==> config.mk <==
export PLATFORM = sky130hd
export DESIGN_NAME = ff_addsub_serial
export DESIGN_NICKNAME = d
export VERILOG_FILES = /design/src/rtl/ff_addsub_serial.sv
export SDC_FILE = /design/constraint.sdc
export NUM_CORES = 2
export LEC_CHECK = 0
export CAP_MARGIN = 10
export CORE_ASPECT_RATIO = 0.75
export CORE_MARGIN = 10
export CORE_UTILIZATION = 40
export CTS_BUF_LIST = sky130_fd_sc_hd__clkbuf_2
export DETAILED_ROUTE_END_ITERATION = 12
export MAX_ROUTING_LAYER = met4
export RECOVER_POWER = 50
export SYNTH_ARGS = -nofsm -noshare
export SYNTH_HDL_FRONTEND = slang
export SYNTH_SLANG_ARGS = --single-unit
==> constraint.sdc <==
create_clock -name clk -period 16.1 [get_ports clk]
set_clock_uncertainty 0.1 [all_clocks]
set_input_delay 3.22 -clock clk [delete_from_list [all_inputs] [get_ports clk]]
set_output_delay 3.22 -clock clk [all_outputs]
set_load 0.01 [all_outputs]
==> src/rtl/ff_addsub_serial.sv <==
// Limb-serial modular add/subtract over a prime field.
// Ports: clk, rst (sync, high), start, mode (0 add, 1 sub), a, b in; out, done, busy out.
module ff_addsub_serial #(
  parameter int WIDTH = 255,
  parameter logic [WIDTH-1:0] MODULUS = {WIDTH{1'b1}} - WIDTH'(18),
  parameter int LIMB = 64
) (
  input  logic             clk,
  input  logic             rst,
  input  logic             start,
  input  logic             mode,
  input  logic [WIDTH-1:0] a,
  input  logic [WIDTH-1:0] b,
  output logic [WIDTH-1:0] out,
  output logic             done,
  output logic             busy
);

  localparam int NL = (WIDTH + LIMB - 1) / LIMB;
  localparam int NW = NL * LIMB;
  localparam int CW = (NL > 1) ? $clog2(NL) : 1;
  localparam logic [CW-1:0] LAST = CW'(NL - 1);

  // The raw sum a+b needs one bit above WIDTH.
  if (NW < WIDTH + 1) begin : g_chk
    $error("ff_addsub_serial: NL*LIMB must be >= WIDTH+1");
  end

  typedef enum logic [1:0] {
    IDLE,
    PASS1,
    PASS2,
    FIN
  } state_t;

  state_t state;
  state_t state_nxt;

  logic [NW-1:0] a_q;
  logic [NW-1:0] b_q;
  logic [NW-1:0] p_q;
  logic [NW-1:0] r_q;
  logic [NW-1:0] t_q;
  logic [CW-1:0] cnt;
  logic          c_q;
  logic          bw1_q;
  logic          mode_q;

  logic            last;
  logic [LIMB-1:0] x;
  logic [LIMB-1:0] y;
  logic            add;
  logic [LIMB:0]   s;
  logic            c_nxt;
  logic [NW-1:0]   ins;
  logic [NW-1:0]   r_shf;
  logic [NW-1:0]   r_rot;
  logic [NW-1:0]   t_nxt;
  logic            use_t;

  assign last = (cnt == LAST);

  // State register
  always_ff @(posedge clk) begin
    if (rst) begin
      state <= IDLE;
    end else begin
      state <= state_nxt;
    end
  end

  // Next-state logic; FIN always returns to IDLE so a start there is dropped
  always_comb begin
    state_nxt = state;
    case (state)
      IDLE:    if (start) state_nxt = PASS1;
      PASS1:   if (last) state_nxt = PASS2;
      PASS2:   if (last) state_nxt = FIN;
      FIN:     state_nxt = IDLE;
      default: state_nxt = IDLE;
    endcase
  end

  // Output decode
  always_comb begin
    busy = (state != IDLE);
    done = (state == FIN);
  end

  // Shared limb adder: PASS1 works on a/b, PASS2 on r/P with the
  // opposite operation, so one add/sub slice serves both passes.
  always_comb begin
    if (state == PASS2) begin
      x   = r_q[LIMB-1:0];
      y   = p_q[LIMB-1:0];
      add = mode_q;
    end else begin
      x   = a_q[LIMB-1:0];
      y   = b_q[LIMB-1:0];
      add = ~mode_q;
    end
    if (add) begin
      s = {1'b0, x} + {1'b0, y} + {{LIMB{1'b0}}, c_q};
    end else begin
      s = {1'b0, x} - {1'b0, y} - {{LIMB{1'b0}}, c_q};
    end
    c_nxt = s[LIMB];
  end

  // Limb results enter at the top and drift down, so after NL steps
  // the least significant limb sits at the bottom.
  always_comb begin
    ins   = NW'(s[LIMB-1:0]) << (NW - LIMB);
    r_shf = (r_q >> LIMB) | ins;
    r_rot = (r_q >> LIMB) | (r_q << (NW - LIMB));
    t_nxt = (t_q >> LIMB) | ins;
    // add: keep r-P unless it borrowed; sub: add P back only if a<b
    use_t = mode_q ? bw1_q : ~c_nxt;
  end

  // Datapath
  always_ff @(posedge clk) begin
    if (rst) begin
      a_q    <= '0;
      b_q    <= '0;
      p_q    <= '0;
      r_q    <= '0;
      t_q    <= '0;
      cnt    <= '0;
      c_q    <= 1'b0;
      bw1_q  <= 1'b0;
      mode_q <= 1'b0;
      out    <= '0;
    end else begin
      case (state)
        IDLE: begin
          if (start) begin
            a_q    <= NW'(a);
            b_q    <= NW'(b);
            p_q    <= NW'(MODULUS);
            mode_q <= mode;
            cnt    <= '0;
            c_q    <= 1'b0;
          end
        end
        PASS1: begin
          a_q <= a_q >> LIMB;
          b_q <= b_q >> LIMB;
          r_q <= r_shf;
          if (last) begin
            cnt   <= '0;
            bw1_q <= c_nxt;
            c_q   <= 1'b0;
          end else begin
            cnt <= cnt + CW'(1);
            c_q <= c_nxt;
          end
        end
        PASS2: begin
          // r rotates so it is back in place after NL steps
          r_q <= r_rot;
          p_q <= p_q >> LIMB;
          t_q <= t_nxt;
          c_q <= c_nxt;
          if (last) begin
            cnt <= '0;
            if (use_t) begin
              out <= t_nxt[WIDTH-1:0];
            end else begin
              out <= r_rot[WIDTH-1:0];
            end
          end else begin
            cnt <= cnt + CW'(1);
          end
        end
        default: ;
      endcase
    end
  end

endmodule

==> images/port_nets.png <==
Bar = 100 um.
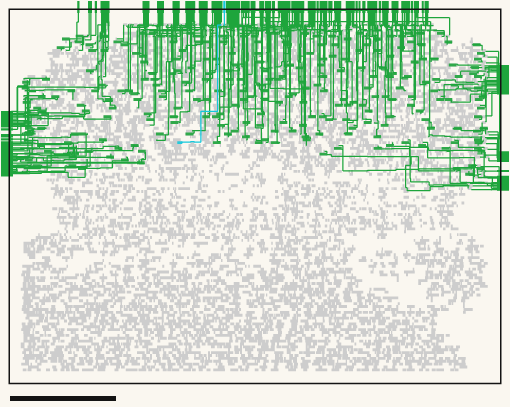
legend:
  green:
    port: `out`
    bits: 255
    direction: output
    end_cells: 255
    wire: 20.2 mm
  cyan:
    port: `done`
    bits: 1
    direction: output
    end_cells: 1
    wire: 164 um
I/O pin count: 771
IO Port Bufs: 770

==> results.sh <==
# source this file to load flow results
export IMPL_status="finished with violations"
export IMPL_violations="max-capacitance violations, max-slew violations"
export IMPL_yosysUniqueCellTypes=80
export IMPL_final_cell_area_um2=70000
export IMPL_hold_depth=2
export IMPL_yosys_warnings=0
export IMPL_drv_cap=9
export IMPL_yosys_area_um2=59000
export IMPL_clockRootBuffer="clkbuf_2"
export IMPL_dr_pass1_iters=8
export IMPL_ys_top_logic_family="AND-OR/OR-AND gates"
export IMPL_rr_worst_depth=23
export IMPL_cts_path_max_buffers=4
export IMPL_syn_num_nets=7621
export IMPL_htree_levels=5
export IMPL_hold_violations=0
export IMPL_mostFrequentLayoutCells="nor2_1, dfxtp_1, mux2i_1, clkdlybuf4s50_1, nand2_1"
export IMPL_syn_inst=6911
export IMPL_die_height_um=353
export IMPL_fin_nets=8214
export IMPL_grt_antenna_before_repair=38
export IMPL_rows=121
export IMPL_cp_num_cells=4
export IMPL_crit_fanout=115
export IMPL_yosys_area_share_simple=0.147
export IMPL_die_area_um2=163000
export IMPL_preCtsSetupSlack_ns=6.41
export IMPL_area_delta_synth_final_pct=18.7
export IMPL_warnings=129
export IMPL_layout_drive_gt1_share=0.0714
export IMPL_final_max_slew_viol_count=721
export IMPL_cpMaxStageDelayCell="clkbuf_1"
export IMPL_path_class="primary input to flop"
==> images/registers.png <==
Bar = 100 um. Other sequential cells in the stronger gray, the rest of the logic in the fainter gray.
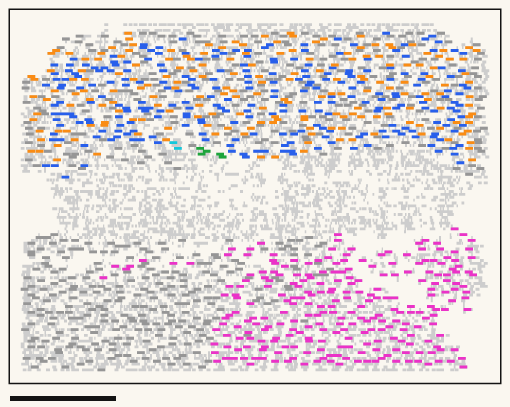
legend:
  magenta:
    netlist_name: `a_q`
    sequential_cells: 255
  orange:
    netlist_name: `t_q`
    sequential_cells: 192
    where: a band across the top
  cyan:
    netlist_name: `state`
    sequential_cells: 2
  blue:
    netlist_name: `r_q`
    sequential_cells: 256
    where: a band across the top
  green:
    netlist_name: `p_q`
    sequential_cells: 5
    where: middle
Flop area: 24500 um^2
seq pwr: 4.09 mW

-- worst min-delay path, delay by kind of cell, from the launching register on --
kind            cells  cell delay, ns
flops               1            0.32
compound gates      1            0.07
simple gates        1            0.05
-- cells by family (layout without fill, tap and decap cells) --
family                   count (synthesis)  in the layout
AND-OR/OR-AND                         1590           1590
XOR/XNOR                               114            114
adder cells (fa/ha/maj)                196            196
buffers and inverters                  827           1573
flip-flops                            1225           1225
multiplexers                           784            784
other                                    0             35
AND/OR/NAND/NOR                       2175           2175
-- flip-flops by register name, summed over array words and instances, names as in the netlist --
name and count:
r_q 256, p_q 5, c_q 1, b_q 255, out 255, mode_q 1
state 2, cnt 2, t_q 192, a_q 255, bw1_q 1
-- final timing paths --
path	from	to	slack (ns)
setup / recovery	rst	r_q[16]$_SDFFE_PP0P_	3.95
hold / removal	t_q[97]$_SDFFE_PP0P_	out[33]$_SDFFE_PP0P_	0.33
setup reg to reg	state[0]$_SDFFE_PP0P_	out[207]$_SDFFE_PP0P_	5.90
hold reg to reg	t_q[97]$_SDFFE_PP0P_	out[33]$_SDFFE_PP0P_	0.33
-- metal layers --
layer | vias up | global-route usage | routed length, um
li1 | 25700 | - | -
met1 | 25100 | 0.324 | 96500
met2 | 1399 | 0.452 | 111000
met3 | 296 | 0.0454 | 10400
met4 | 0 | 0.0947 | 6800
met5 | - | - | 0
-- area by class of cell --
cell class	instances	area (um^2)
fill	14500	75800
multi-input combinational	4859	31300
sequential	1225	24500
timing repair buffer	820	8160
tap	1968	2460
clock buffer	435	2180
inverter	277	1040
clock inverter	41	216
antenna	35	87.6
-- report_power, final --
part / internal [mW] / total, mW / switching [mW]
Clock: 0.740 / 2.01 / 1.27
Sequential: 3.65 / 4.09 / 0.443
Combinational: 3.13 / 8.89 / 5.75
Total: 7.52 / 15.0 / 7.47
Power and IR drop assume default switching activity.
